File: src/rtl/load_store_unit_if.sv
// Core-request, response and data-memory signals of the load/store unit.
// slave: the unit's view. master: the core/memory side's view.
interface load_store_unit_if;
  logic        req_valid;
  logic        req_ready;
  logic        req_write;
  logic [1:0]  req_size;
  logic        req_unsigned;
  logic [31:0] req_addr;
  logic [31:0] req_wdata;
  logic        resp_valid;
  logic [31:0] resp_rdata;
  logic        resp_error;
  logic        mem_read;
  logic        mem_write;
  logic [31:0] endereco;
  logic [31:0] write_data;
  logic [31:0] read_data;

  modport slave (
    input  req_valid, req_write, req_size, req_unsigned, req_addr, req_wdata,
    output req_ready, resp_valid, resp_rdata, resp_error,
    output mem_read, mem_write, endereco, write_data,
    input  read_data
  );

  modport master (
    output req_valid, req_write, req_size, req_unsigned, req_addr, req_wdata,
    input  req_ready, resp_valid, resp_rdata, resp_error,
    input  mem_read, mem_write, endereco, write_data,
    output read_data
  );
endinterface

File: src/rtl/load_store_unit.sv
// Multi-cycle load/store unit between the core's memory stage and a
// word-addressed data memory. Byte/half/word loads with sign/zero extension,
// sub-word stores via read-modify-write, misalignment and range faults.
// Optional feature macro: LSU_MISALIGN_TRAP_EN (defined = misaligned half/word
// accesses fault; undefined = low address bits ignored, access aligned down).
module load_store_unit #(
  parameter int unsigned MEM_IDX_W   = 5,
  parameter bit          RANGE_CHECK = 1'b1
) (
  input  logic             clk,
  input  logic             rst_n,
  load_store_unit_if.slave bus
);

  localparam int unsigned DATA_W  = 32;
  localparam logic [1:0]  SZ_BYTE = 2'b00;
  localparam logic [1:0]  SZ_HALF = 2'b01;

  typedef enum logic [1:0] {
    S_IDLE = 2'b00,
    S_RD   = 2'b01,
    S_WR   = 2'b10,
    S_RESP = 2'b11
  } state_e;

  state_e              state_q, state_d;
  logic                write_q, write_d;
  logic [1:0]          size_q, size_d;
  logic                unsigned_q, unsigned_d;
  logic [DATA_W-1:0]   addr_q, addr_d;
  logic [DATA_W-1:0]   wdata_q, wdata_d;
  logic [DATA_W-1:0]   old_q, old_d;
  logic                fault_q, fault_d;
  logic [DATA_W-1:0]   rdata_q, rdata_d;

  logic                misalign_c;
  logic                range_c;

  // Shift the addressed lane(s) down and extend to a full word.
  function automatic logic [DATA_W-1:0] load_extract(
    input logic [DATA_W-1:0] w,
    input logic [1:0]        sz,
    input logic [1:0]        a,
    input logic              uns
  );
    logic [7:0]        b;
    logic [15:0]       h;
    logic [DATA_W-1:0] r;
    b = 8'(w >> {a, 3'b000});
    h = 16'(w >> {a[1], 4'b0000});
    case (sz)
      SZ_BYTE: r = uns ? {24'b0, b} : {{24{b[7]}}, b};
      SZ_HALF: r = uns ? {16'b0, h} : {{16{h[15]}}, h};
      default: r = w;
    endcase
    return r;
  endfunction

  // Replace the addressed lane(s) of the old word with the right-aligned store data.
  function automatic logic [DATA_W-1:0] store_merge(
    input logic [DATA_W-1:0] old,
    input logic [DATA_W-1:0] nw,
    input logic [1:0]        sz,
    input logic [1:0]        a
  );
    logic [DATA_W-1:0] m;
    logic [DATA_W-1:0] d;
    case (sz)
      SZ_BYTE: begin
        m = 32'h0000_00FF << {a, 3'b000};
        d = {24'b0, nw[7:0]} << {a, 3'b000};
      end
      SZ_HALF: begin
        m = 32'h0000_FFFF << {a[1], 4'b0000};
        d = {16'b0, nw[15:0]} << {a[1], 4'b0000};
      end
      default: begin
        m = '1;
        d = nw;
      end
    endcase
    return (old & ~m) | (d & m);
  endfunction

  // Fault classification of the incoming request.
  always_comb begin
    misalign_c = 1'b0;
`ifdef LSU_MISALIGN_TRAP_EN
    misalign_c = ((bus.req_size == SZ_HALF) && bus.req_addr[0]) ||
                 (bus.req_size[1] && (bus.req_addr[1:0] != 2'b00));
`endif
    range_c = RANGE_CHECK && ((bus.req_addr[31:2] >> MEM_IDX_W) != 30'd0);
  end

  // State register and captured request fields.
  always_ff @(posedge clk or negedge rst_n) begin
    if (!rst_n) begin
      state_q    <= S_IDLE;
      write_q    <= 1'b0;
      size_q     <= 2'b00;
      unsigned_q <= 1'b0;
      addr_q     <= '0;
      wdata_q    <= '0;
      old_q      <= '0;
      fault_q    <= 1'b0;
      rdata_q    <= '0;
    end else begin
      state_q    <= state_d;
      write_q    <= write_d;
      size_q     <= size_d;
      unsigned_q <= unsigned_d;
      addr_q     <= addr_d;
      wdata_q    <= wdata_d;
      old_q      <= old_d;
      fault_q    <= fault_d;
      rdata_q    <= rdata_d;
    end
  end

  // Next-state and capture logic.
  always_comb begin
    state_d    = state_q;
    write_d    = write_q;
    size_d     = size_q;
    unsigned_d = unsigned_q;
    addr_d     = addr_q;
    wdata_d    = wdata_q;
    old_d      = old_q;
    fault_d    = fault_q;
    rdata_d    = rdata_q;
    case (state_q)
      S_IDLE: begin
        if (bus.req_valid) begin
          write_d    = bus.req_write;
          size_d     = bus.req_size;
          unsigned_d = bus.req_unsigned;
          addr_d     = bus.req_addr;
          wdata_d    = bus.req_wdata;
          fault_d    = misalign_c || range_c;
          rdata_d    = '0;
          if (misalign_c || range_c) begin
            state_d = S_RESP;
          end else if (bus.req_write && bus.req_size[1]) begin
            state_d = S_WR;
          end else begin
            state_d = S_RD;
          end
        end
      end
      S_RD: begin
        if (write_q) begin
          old_d   = bus.read_data;
          state_d = S_WR;
        end else begin
          rdata_d = load_extract(bus.read_data, size_q, addr_q[1:0], unsigned_q);
          state_d = S_RESP;
        end
      end
      S_WR: begin
        state_d = S_RESP;
      end
      S_RESP: begin
        state_d = S_IDLE;
      end
      default: begin
        state_d = S_IDLE;
      end
    endcase
  end

  // Outputs decoded from registered state only.
  assign bus.req_ready  = (state_q == S_IDLE);
  assign bus.resp_valid = (state_q == S_RESP);
  assign bus.resp_error = (state_q == S_RESP) && fault_q;
  assign bus.resp_rdata = rdata_q;
  assign bus.mem_read   = (state_q == S_RD);
  assign bus.mem_write  = (state_q == S_WR);
  assign bus.endereco   = {2'b00, addr_q[31:2]};
  assign bus.write_data = store_merge(old_q, wdata_q, size_q, addr_q[1:0]);

endmodule

File: src/flat_wrapper.sv
// flat-port wrapper written by rule: the top's interface ports become plain ports
module load_store_unit_flat 
#(
  parameter int unsigned MEM_IDX_W   = 5,
  parameter bit          RANGE_CHECK = 1'b1
)
  (clk, rst_n, bus_req_valid, bus_req_write, bus_req_size, bus_req_unsigned, bus_req_addr, bus_req_wdata, bus_req_ready, bus_resp_valid, bus_resp_rdata, bus_resp_error, bus_mem_read, bus_mem_write, bus_endereco, bus_write_data, bus_read_data);
  load_store_unit_if bus_i ();
  input  logic clk;
  input  logic rst_n;
  input wire logic [$bits(bus_i.req_valid)-1:0] bus_req_valid;
  input wire logic [$bits(bus_i.req_write)-1:0] bus_req_write;
  input wire logic [$bits(bus_i.req_size)-1:0] bus_req_size;
  input wire logic [$bits(bus_i.req_unsigned)-1:0] bus_req_unsigned;
  input wire logic [$bits(bus_i.req_addr)-1:0] bus_req_addr;
  input wire logic [$bits(bus_i.req_wdata)-1:0] bus_req_wdata;
  output wire logic [$bits(bus_i.req_ready)-1:0] bus_req_ready;
  output wire logic [$bits(bus_i.resp_valid)-1:0] bus_resp_valid;
  output wire logic [$bits(bus_i.resp_rdata)-1:0] bus_resp_rdata;
  output wire logic [$bits(bus_i.resp_error)-1:0] bus_resp_error;
  output wire logic [$bits(bus_i.mem_read)-1:0] bus_mem_read;
  output wire logic [$bits(bus_i.mem_write)-1:0] bus_mem_write;
  output wire logic [$bits(bus_i.endereco)-1:0] bus_endereco;
  output wire logic [$bits(bus_i.write_data)-1:0] bus_write_data;
  input wire logic [$bits(bus_i.read_data)-1:0] bus_read_data;
  assign bus_i.req_valid = bus_req_valid;
  assign bus_i.req_write = bus_req_write;
  assign bus_i.req_size = bus_req_size;
  assign bus_i.req_unsigned = bus_req_unsigned;
  assign bus_i.req_addr = bus_req_addr;
  assign bus_i.req_wdata = bus_req_wdata;
  assign bus_req_ready = bus_i.req_ready;
  assign bus_resp_valid = bus_i.resp_valid;
  assign bus_resp_rdata = bus_i.resp_rdata;
  assign bus_resp_error = bus_i.resp_error;
  assign bus_mem_read = bus_i.mem_read;
  assign bus_mem_write = bus_i.mem_write;
  assign bus_endereco = bus_i.endereco;
  assign bus_write_data = bus_i.write_data;
  assign bus_i.read_data = bus_read_data;
  load_store_unit #(.MEM_IDX_W(MEM_IDX_W), .RANGE_CHECK(RANGE_CHECK)) u_core (.clk(clk), .rst_n(rst_n), .bus(bus_i));
endmodule
File: config.mk
export PLATFORM = sky130hd
export DESIGN_NAME = load_store_unit_flat
export DESIGN_NICKNAME = d
export VERILOG_FILES = /design/src/rtl/load_store_unit_if.sv /design/src/rtl/load_store_unit.sv /design/src/flat_wrapper.sv
export SDC_FILE = /design/constraint.sdc
export NUM_CORES = 1
export LEC_CHECK = 0
export CORE_MARGIN = 4
export CORE_UTILIZATION = 47
export CTS_CLUSTER_SIZE = 24
export DETAILED_ROUTE_END_ITERATION = 12
export GPL_TIMING_DRIVEN = 0
export HOLD_SLACK_MARGIN = 0.12
export PLACE_DENSITY = 0.81
export SYNTH_ARGS = -nofsm -noshare
export SYNTH_HDL_FRONTEND = slang
export SYNTH_SLANG_ARGS = --single-unit
File: constraint.sdc
create_clock -name clk -period 2.09 [get_ports clk]
set_input_delay 0.209 -clock clk [delete_from_list [all_inputs] [get_ports clk]]
set_output_delay 0.209 -clock clk [all_outputs]
set_load 0.01 [all_outputs]
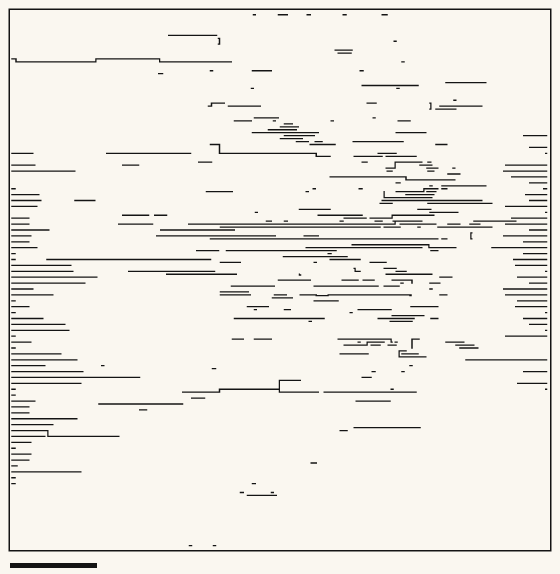
**Above:** metal 3.
Scale bar: 20 µm.
main direction	horizontal
wire length on this layer	1930 µm
share of all routed wire	8.4%
WL final: 23.0 mm
via count: 5804
routing usage on met3: 0.0823

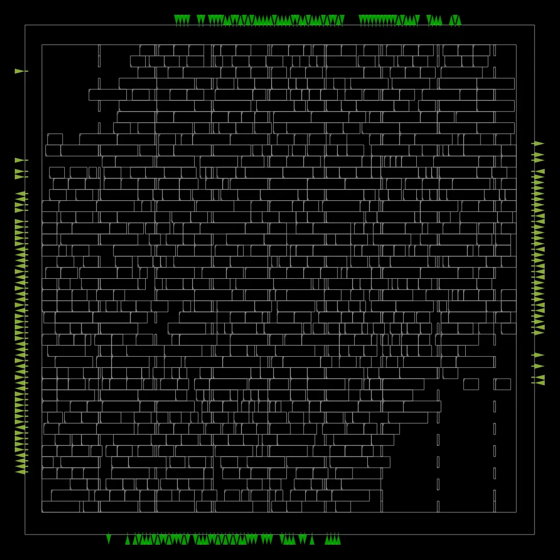
**Above:** placement view.
Fillers: 756
TAP cells: 176

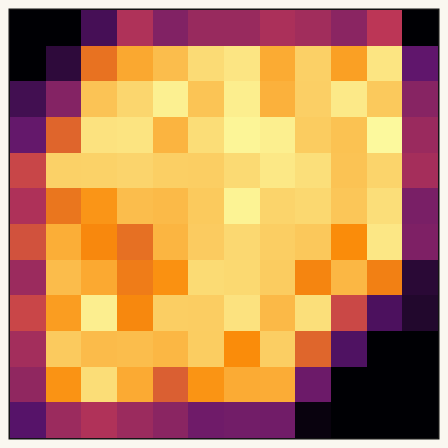
**Above:** cell area per tile.
The die is cut into 12 by 12 equal tiles; black is low, pale yellow is high, 0 to 100% covered.
nearly empty tiles	8.3%
tiles over 75% full	54%
mean over tiles	64%
emptiest ninth of the die	south-east
fullest tile	99%
densest ninth of the die	center
Util after Layout: 0.768
core area: 13200 µm²

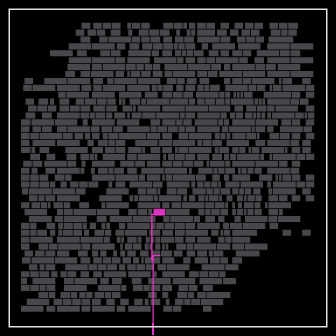
**Above:** I/O nets highlighted.
port	color	bits	direction	edge	end cells	buffers	wire
`bus_mem_write`	magenta	1	output	south	1	1	54.1 µm
# port buffers: 201
# IOs: 204

==> cells in the final DEF, fill, tap and decap left out, types with 10 or more instances in the layout <==
cell,Yosys,final
clkdlybuf4s50_1,0,168
dfrtp_1,135,133
mux2_2,108,100
buf_4,33,64
buf_6,3,45
nand2_1,48,30
clkbuf_16,0,18
o22ai_1,17,17
a221o_2,16,16
buf_2,3,14
o21ai_0,11,11
nand2_4,0,10
==> sequential cells by signal, indices dropped and copies added, names as in the netlist <==
| register | count |
|---|---|
| u_core.state_q | 2 |
| u_core.wdata_q | 32 |
| u_core.size_q | 2 |
| u_core.bus.resp_rdata | 32 |
| u_core.old_q | 32 |
| u_core.unsigned_q | 1 |
| u_core.fault_q | 1 |
| u_core.addr_q | 32 |
| u_core.write_q | 1 |
==> changes_impl.md <==
### Physical design

* Largest net degree at the start of global routing at 103
* Seq power at 4.93 mW
* Final Worst Setup Slack at -0.251 ns
* Die footprint at ~16000 µm²
* Slew Viols, Final at 0
* Worst Path Arrival at around 2.1 ns
* Worst reg2reg path depth at 7
* Worst skew pair latency at ~0.43 ns
* MUX area fraction at 0.195
* Die height at 125 µm
* Yosys stat chip area at 6380 µm²
* Clock Path Buffers at 2
* Final setup vio count at 32
* DRT met1 WL at 8.45 mm
* Combinational share of cell area at 0.284
* FFs w/ async S/R, synth at 1.00
* YS warnings at 0
* Seq/total area at 0.332
* Cycle use final at 1.12
* Outcome: finished with violations
* Top layer in use: met4
* Synth cell types at 44
* Most common cell on crit path: buf_6
* Total power draw at 18.4 mW
* Post-cts sizing count at 244
* Dominant combinational family: multiplexers
* Post-CTS Repair Setup Buffers at between 50 and 60
* Ao+oa area frac at 0.133
* Clock Root Buffer: clkbuf_16
* First-pass GRT wire length at about 35 mm
* Die W at 125 µm
* Comb area at 2890 µm²
* Reg2reg setup slack at 0.02 ns
* Vias in the first global route at roughly 6300
* WL/cell at roughly 23 µm
* Ys flop type: dfrtp_1
* Finished Cell Area at between 10000 and 15000 µm²
* Switch Pwr at 6.82 mW
* Leakage at 4.51 nW
* Critical path origin: u_core.size_q[0]
* Initial drt markers at 607
* Slew headroom at 0.572
* Critical-path top delay cell: dfrtp_2
* Top power group: combinational cells
* Post-route minimum period at 2.34 ns
* Routed Antenna Nets at 0
* Nonclk buf count at 320
* Clock slew at reported path FFs at 0.06 ns
* Endpoints failing hold at 0
* Critical path class: reg -> out
* Max_cap viols at 0
* # hold bufs at CTS at 1
* Failing checks: setup timing
* Max IR drop VDD at 1020 µV
* Non-clock buffer share at 0.301
Power figures rest on the tool's default switching activity, not on a simulated workload.
